**config.mk**
```make
export PLATFORM = sky130hd
export DESIGN_NAME = digitally_controlled_oscillator
export DESIGN_NICKNAME = d
export VERILOG_FILES = /design/src/rtl/adpll_pkg.sv /design/src/rtl/half_period_counter.sv /design/src/rtl/digitally_controlled_oscillator.sv
export SDC_FILE = /design/constraint.sdc
export NUM_CORES = 1
export LEC_CHECK = 0
export CORE_UTILIZATION = 25
export CTS_CLUSTER_SIZE = 14
export DETAILED_ROUTE_END_ITERATION = 16
export GPL_TIMING_DRIVEN = 0
export PLACE_DENSITY = 0.43
export SLEW_MARGIN = 15
export SYNTH_ARGS = -nofsm -noshare
export SYNTH_HDL_FRONTEND = slang
export SYNTH_SLANG_ARGS = --single-unit
export TNS_END_PERCENT = 20
```
**constraint.sdc**
```tcl
create_clock -name fpga_clk_i -period 4.8 [get_ports fpga_clk_i]
set_input_delay 0.48 -clock fpga_clk_i [delete_from_list [all_inputs] [get_ports fpga_clk_i]]
set_output_delay 0.48 -clock fpga_clk_i [all_outputs]
set_load 0.1 [all_outputs]
```
**src/rtl/adpll_pkg.sv**
```systemverilog
// Shared ADPLL constants and the saturating clamp used by the DCO
// and the loop filter.
package adpll_pkg;

  localparam int FPGA_CLK_HZ  = 400_000_000;
  localparam int REF_CLK_HZ   = 5_000_000;
  localparam int NOMINAL_HALF = FPGA_CLK_HZ / REF_CLK_HZ / 2;
  localparam int MIN_HALF     = 4;
  localparam int MAX_HALF     = 4095;
  localparam int PD_WIDTH     = 20;
  localparam int CLAMP_W      = 32;

  function automatic logic signed [CLAMP_W-1:0] clamp_signed(
    input logic signed [CLAMP_W-1:0] value,
    input logic signed [CLAMP_W-1:0] lo,
    input logic signed [CLAMP_W-1:0] hi
  );
    if (value < lo) return lo;
    if (value > hi) return hi;
    return value;
  endfunction

endpackage

```
**src/rtl/half_period_counter.sv**
```systemverilog
// Down-counter that measures one half period of the generated clock and
// flags the terminal count so the top level can toggle the output.
module half_period_counter #(
  parameter int HP_W      = 16,
  parameter int RESET_CNT = 39
) (
  input  logic            fpga_clk_i,
  input  logic            reset_i,
  input  logic            enable_i,
  input  logic [HP_W-1:0] reload_i,
  output logic            tick_o
);
  import adpll_pkg::*;

  logic [HP_W-1:0] cnt_q;
  logic [HP_W-1:0] cnt_d;

  assign tick_o = enable_i && (cnt_q == '0);

  always_comb begin
    cnt_d = cnt_q;
    if (enable_i) begin
      cnt_d = (cnt_q == '0) ? reload_i : cnt_q - 1'b1;
    end
  end

  always_ff @(posedge fpga_clk_i) begin
    if (reset_i) begin
      cnt_q <= HP_W'(RESET_CNT);
    end else begin
      cnt_q <= cnt_d;
    end
  end

endmodule

```
**src/rtl/digitally_controlled_oscillator.sv**
```systemverilog
// Counter-based DCO: toggles generated_o every half period and folds one
// handshaked phase correction into the half period at each rising edge.
module digitally_controlled_oscillator #(
  parameter int WIDTH        = adpll_pkg::PD_WIDTH,
  parameter int HP_W         = 16,
  parameter int NOMINAL_HALF = adpll_pkg::NOMINAL_HALF,
  parameter int MIN_HALF     = adpll_pkg::MIN_HALF,
  parameter int MAX_HALF     = adpll_pkg::MAX_HALF,
  parameter int GAIN_SHIFT   = 0
) (
  input  logic                    fpga_clk_i,
  input  logic                    reset_i,
  input  logic                    enable_i,
  input  logic signed [WIDTH-1:0] correction_i,
  input  logic                    correction_valid_i,
  output logic                    correction_ready_o,
  output logic                    generated_o,
  output logic                    rising_edge_o,
  output logic [HP_W-1:0]         half_period_o
);
  import adpll_pkg::*;

  localparam int EW = ((HP_W > WIDTH) ? HP_W : WIDTH) + 2;

  logic                    gen_q, gen_d;
  logic                    rise_q, rise_d;
  logic                    pending_q, pending_d;
  logic                    ready_q, ready_d;
  logic [HP_W-1:0]         half_q, half_d;
  logic signed [WIDTH-1:0] corr_q, corr_d;
  logic signed [WIDTH-1:0] corr_scaled;
  logic signed [EW-1:0]    half_sum;
  logic [HP_W-1:0]         reload;
  logic                    tick;
  logic                    rise_toggle;
  logic                    apply;
  logic                    accept;

  half_period_counter #(
    .HP_W      (HP_W),
    .RESET_CNT (NOMINAL_HALF - 1)
  ) u_counter (
    .fpga_clk_i (fpga_clk_i),
    .reset_i    (reset_i),
    .enable_i   (enable_i),
    .reload_i   (reload),
    .tick_o     (tick)
  );

  // A correction accepted on the same edge as a rising toggle is not yet
  // pending, so it waits for the following rising edge.
  always_comb begin
    corr_scaled = corr_q >>> GAIN_SHIFT;
    half_sum    = $signed({{(EW-HP_W){1'b0}}, half_q})
                + $signed({{(EW-WIDTH){corr_scaled[WIDTH-1]}}, corr_scaled});
    rise_toggle = tick && !gen_q;
    apply       = rise_toggle && pending_q;
    accept      = correction_valid_i && ready_q;
    gen_d       = tick ? !gen_q : gen_q;
    rise_d      = rise_toggle;
    half_d      = half_q;
    if (apply) begin
      half_d = HP_W'(clamp_signed($signed({{(CLAMP_W-EW){half_sum[EW-1]}}, half_sum}),
                                  MIN_HALF, MAX_HALF));
    end
    pending_d = pending_q;
    if (apply) begin
      pending_d = 1'b0;
    end else if (accept) begin
      pending_d = 1'b1;
    end
    ready_d = !pending_d;
    corr_d  = accept ? correction_i : corr_q;
    reload  = half_d - 1'b1;
  end

  always_ff @(posedge fpga_clk_i) begin
    if (reset_i) begin
      gen_q     <= 1'b0;
      rise_q    <= 1'b0;
      half_q    <= HP_W'(NOMINAL_HALF);
      pending_q <= 1'b0;
      ready_q   <= 1'b1;
      corr_q    <= '0;
    end else begin
      gen_q     <= gen_d;
      rise_q    <= rise_d;
      half_q    <= half_d;
      pending_q <= pending_d;
      ready_q   <= ready_d;
      corr_q    <= corr_d;
    end
  end

  assign generated_o        = gen_q;
  assign rising_edge_o      = rise_q;
  assign half_period_o      = half_q;
  assign correction_ready_o = ready_q;

endmodule

```
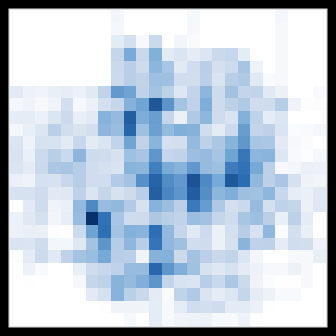
Run 1: wire density map
The die is cut into 25 by 25 equal tiles; white is low, dark blue is high, scaled to the fullest tile. Values are wire area over tile area, all layers added.
emptiest ninth of the die: upper left
mean over tiles: 0.13
tiles over half the peak: 7.5%
nearly empty tiles: 26%
fullest tile: 0.65
densest ninth of the die: centre
WL final: 13100 um
vias: 3927
DR WL/cell: 17.3 um

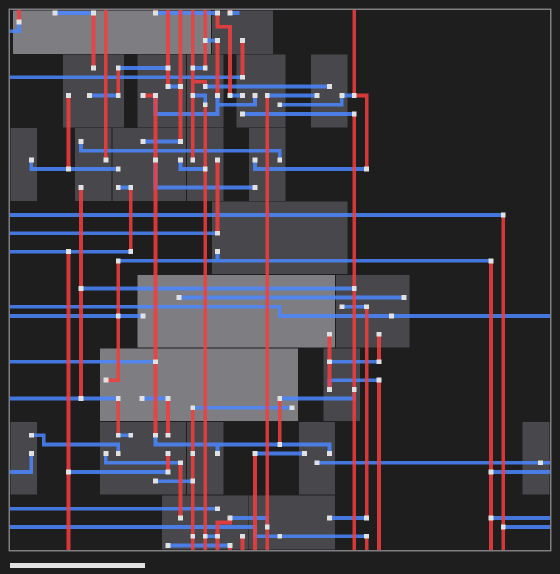
Run 1: a small window of the routed layout
Bar = 5 um. Window x 85 to 105, y 85 to 105 um. Cells in grey, sequential cells in the stronger grey; small squares are vias.
[blue] met1
[red] met2
netlist names of flops here include: `u_counter.cnt_q` (3)
most frequent: nor2_1 (6), dfxtp_1 (3)
cells with their middle in the window: 23
sequential cells in the window: 3

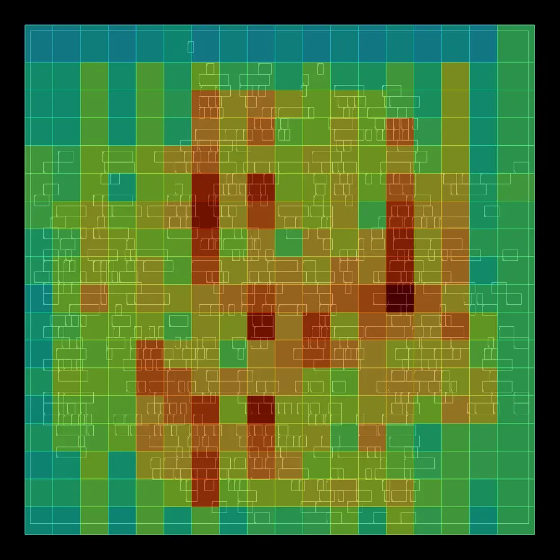
Run 1: routing congestion map
GR Util met2: 0.250
met3 Usage GRT: 0.0278
global route hottest layer: met2
routing usage on met1: 0.225

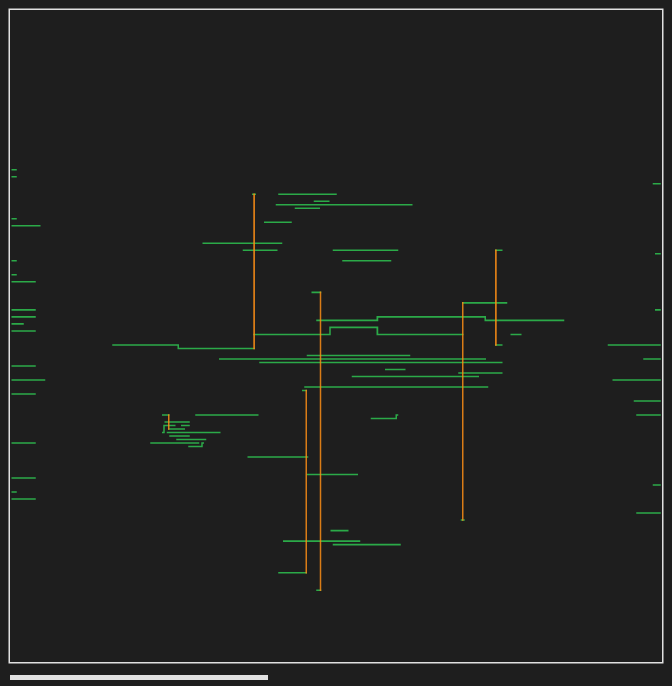
Run 1: signal wires by layer
Bar = 50 um. Two of the layers only.
[orange] met4 | wire length: 186 um
[green] met3 | wire length: 637 um
GRT Total Usage: 0.162

==> impl_metrics.tcl, run 1 <==
# flow metrics
set metrics [dict create \
    cts_buffer_depth 2 \
    post-place-ws_ns -0.221 \
    ys_seq_share 0.289 \
    final_util 0.320 \
    synth_flops 56 \
    num_rows 45 \
    synth_cells 513 \
    drv_cap 0 \
    warning_count 26 \
    yosys_cells 513 \
    ys_area_um2 3880 \
    grt_max_degree 18 \
    wl_met1_um 6540 \
    layout_min_cycle_time_ns 4.54 \
    cp_max_fo 9 \
    final_cell_mix "79 x nand2_1, 57 x a21oi_1, 54 x dfxtp_1" \
    skew_ns 0.00615 \
    antenna_cells 0 \
    holdPathEnd "corr_q[15]$_SDFFE_PP0P_" \
    grt_pass1_vias 3686 \
    largest_area_cell "dfxtp_1" \
    syn_area_um2 3880 \
    ant_nets 0 \
    route.met3.wl_um 637 \
    end_kind "flip-flop" \
    hold_depth 2 \
    top_layer "met4" \
    drc_errors 0 \
    worst_hold_slack_ns 0.464 \
    finish.instance_area_um2 4840 \
    top_area_frac 0.289 \
    clk-insertion-delay-late_ns 0.31 \
    routed-wl-met2_um 5740 \
    vdd_drop_max_uv 158 \
    fin_tns_setup_ns 0 \
    cts_sinks 56 \
    status "complete, no violations" \
    placedInstanceArea_um2 4510 \
    dieArea_um2 16000 \
    min_from "corr_q[15]$_SDFFE_PP0P_" \
    finalSetupViolCount 0 \
    reg2reg_from "half_period_o[12]$_SDFF_PP0_" \
    p_per_area_nw_per_um2 222 \
    initialDrtViolationCount 247 \
    p_leak_nw 1.77 \
    rr_endpoint "u_counter.cnt_q[15]$_SDFFE_PP0P_" \
    cts_max_level 2 \
    worst_r2r_path_depth 13 \
]
## run 1: synthesized netlist by cell type (6+ instances only)
cell type / n
ha_1: 17
nor3_1: 14
a211oi_1: 8
nand2_1: 80
nand2b_1: 11
a21oi_1: 57
o211ai_1: 7
a21o_1: 7
xnor2_1: 13
clkbuf_1: 23
nor2_1: 43
inv_1: 9
nand3_1: 10
and2_1: 13
nand4_1: 7
o21a_1: 11
dfxtp_1: 56
a31oi_1: 6
buf_2: 8
o21ai_0: 21
## run 1: power breakdown
group | total, W | internal (W) | switching [W] | leakage (nW)
logic | 0.000187 | 0.0000710 | 0.000116 | 1.25
clock network | 0.000395 | 0.000208 | 0.000187 | 0.0691
registers | 0.000492 | 0.000480 | 0.0000125 | 0.457
total | 0.00107 | 0.000759 | 0.000315 | 1.77
## run 1: sequential cells by signal, indices dropped and copies added (netlist names)
name                flops
generated_o             1
pending_q               1
corr_q                 20
u_counter.cnt_q        16
correction_ready_o      1
rising_edge_o           1
half_period_o          16
## run 1: final cells by class
class / instances / area, um^2
buffer: 32 / 130
clock buffer: 6 / 139
clock inverter: 2 / 15.0
fill: 1610 / 10300
inverter: 9 / 33.8
multi-input combinational: 418 / 2730
sequential: 56 / 1120
tap: 188 / 235
timing repair buffer: 45 / 438
## run 1: logic make-up after synthesis
family | share of synthesized area
AND-OR/OR-AND | 0.294
XOR/XNOR | 0.0407
adder cells (fa/ha/maj) | 0.0600
buffers and inverters | 0.0423
flip-flops | 0.289
multiplexers | 0.0132
AND/OR/NAND/NOR | 0.260
## run 1: worst max-delay path: cells and delay by family (launching register included)
family,cells,cell delay [ns]
AOI/OAI and AO/OA,6,1.58
and+or+nand+nor,4,1.44
DFF,1,0.51
xor gates and xnor gates,1,0.44
adders and majority gates,1,0.29
buffers and inverters,1,0.17
==> run 2: changes to the inputs <==
clock period = 5.7 ns   (was 4.8 ns; I/O delays follow)
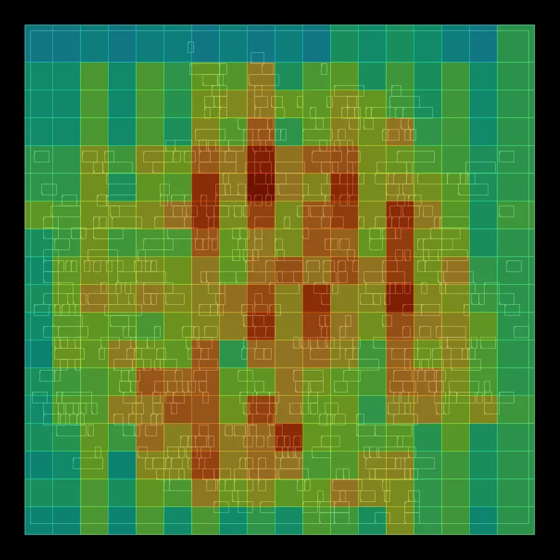
Run 2: routing congestion map
final core utilization: 0.309
met3 Usage GRT: 0.0325
GRT Total Usage: 0.167

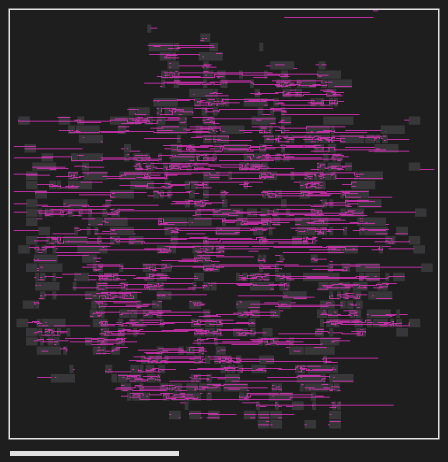
Run 2: met1 routing
Bar = 50 um. Cells faint in the background.
nets with wire on the layer: 561
longest straight run: 48.3 um
share of all routed wire: 49%
wire length on this layer: 6170 um
main direction: horizontal
WL final: 12500 um
routing usage on met1: 0.233
vias: 3872

==> impl_metrics.tcl, run 2 <==
# flow metrics
set metrics [dict create \
    synth_flops 56 \
    min_from "corr_q[12]$_SDFFE_PP0P_" \
    ys_seq_share 0.289 \
    final-clk-cell-share 0.0358 \
    num_rows 45 \
    drc_errors 0 \
    ant_nets 0 \
    clkbuf_count 5 \
    logic_area_um2 2590 \
    syn_area_um2 3880 \
    hold_depth 2 \
    cp_num_buf_inv 2 \
    cts_max_level 2 \
    n_fill_cell 1644 \
    n_all_buffers 72 \
    warning_count 26 \
    dieArea_um2 16000 \
    top_cells_by_count "80 x nand2_1, 57 x a21oi_1, 56 x dfxtp_1, 43 x nor2_1, 23 x clkbuf_1" \
    flop_area_um2 1120 \
    top_area_frac 0.289 \
    post-place-ws_ns 0.660 \
    cts_sinks 56 \
    skew_ns 0.00295 \
    status "complete, no violations" \
    largest_class "multi-input combinational cells" \
    path_delay_family "simple AND/OR/NAND/NOR gates" \
    p_per_area_nw_per_um2 196 \
    finish.instance_area_um2 4680 \
    comb_area_frac 0.554 \
    ys_area_um2 3880 \
    top_cell "nand2_1" \
    top_register "corr_q" \
    nonClockInverterCount 9 \
    cts_buffer_depth 2 \
    yosys_cells 513 \
    worst_r2r_path_depth 20 \
    final_cell_mix "80 x nand2_1, 57 x a21oi_1, 56 x dfxtp_1" \
    rr_endpoint "u_counter.cnt_q[8]$_SDFFE_PP0P_" \
    multiInputCombCellCount 416 \
    bufAreaShareNonClock 0.113 \
    drv_cap 0 \
    p_leak_nw 1.72 \
    grt_pass1_vias 3717 \
    end_kind "flip-flop" \
    placedInstanceArea_um2 4510 \
]
run 2: how the worst max path moves through the flow:
| stage | slack, ns | endpoint | cells after the start | startpoint |
|---|---|---|---|---|
| after floorplan | 0.85 | u_counter.cnt_q[15]$_SDFFE_PP0P_ | 16 | half_period_o[0]$_SDFF_PP0_ |
| after global placement | 0.74 | u_counter.cnt_q[8]$_SDFFE_PP0P_ | 20 | corr_q[0]$_SDFFE_PP0P_ |
| after detailed placement | 0.66 | u_counter.cnt_q[8]$_SDFFE_PP0P_ | 20 | half_period_o[0]$_SDFF_PP0_ |
| after CTS | 0.63 | u_counter.cnt_q[8]$_SDFFE_PP0P_ | 20 | half_period_o[0]$_SDFF_PP0_ |
| after global routing | 0.12 | u_counter.cnt_q[8]$_SDFFE_PP0P_ | 20 | half_period_o[0]$_SDFF_PP0_ |
| final | 0.55 | u_counter.cnt_q[8]$_SDFFE_PP0P_ | 20 | corr_q[0]$_SDFFE_PP0P_ |
run 2: metal layers:
metal | vias to the layer above | track usage | part of all wire
li1 | 1962 | - | -
met5 | - | 0 | 0
met4 | 0 | 0.0482 | 0.016
met2 | 83 | 0.260 | 0.44
met1 | 1816 | 0.233 | 0.49
met3 | 11 | 0.0325 | 0.047
run 2: cell families after synthesis:
| group | after synthesis | share of synthesized area |
|---|---|---|
| and+or+nand+nor | 208 | 0.260 |
| AOI/OAI and AO/OA | 167 | 0.294 |
| DFF | 56 | 0.289 |
| buffers and inverters | 41 | 0.0423 |
| xor gates and xnor gates | 18 | 0.0407 |
| adders and majority gates | 18 | 0.0600 |
| muxes | 5 | 0.0132 |
run 2: where the power goes:
part	internal (W)	switching [W]	total, W
sequential	0.000404	0.0000103	0.000414
clock	0.000207	0.000158	0.000365
combinational	0.0000524	0.0000860	0.000138
total	0.000663	0.000255	0.000918
Power figures rest on the tool's default switching activity, not on a simulated workload.
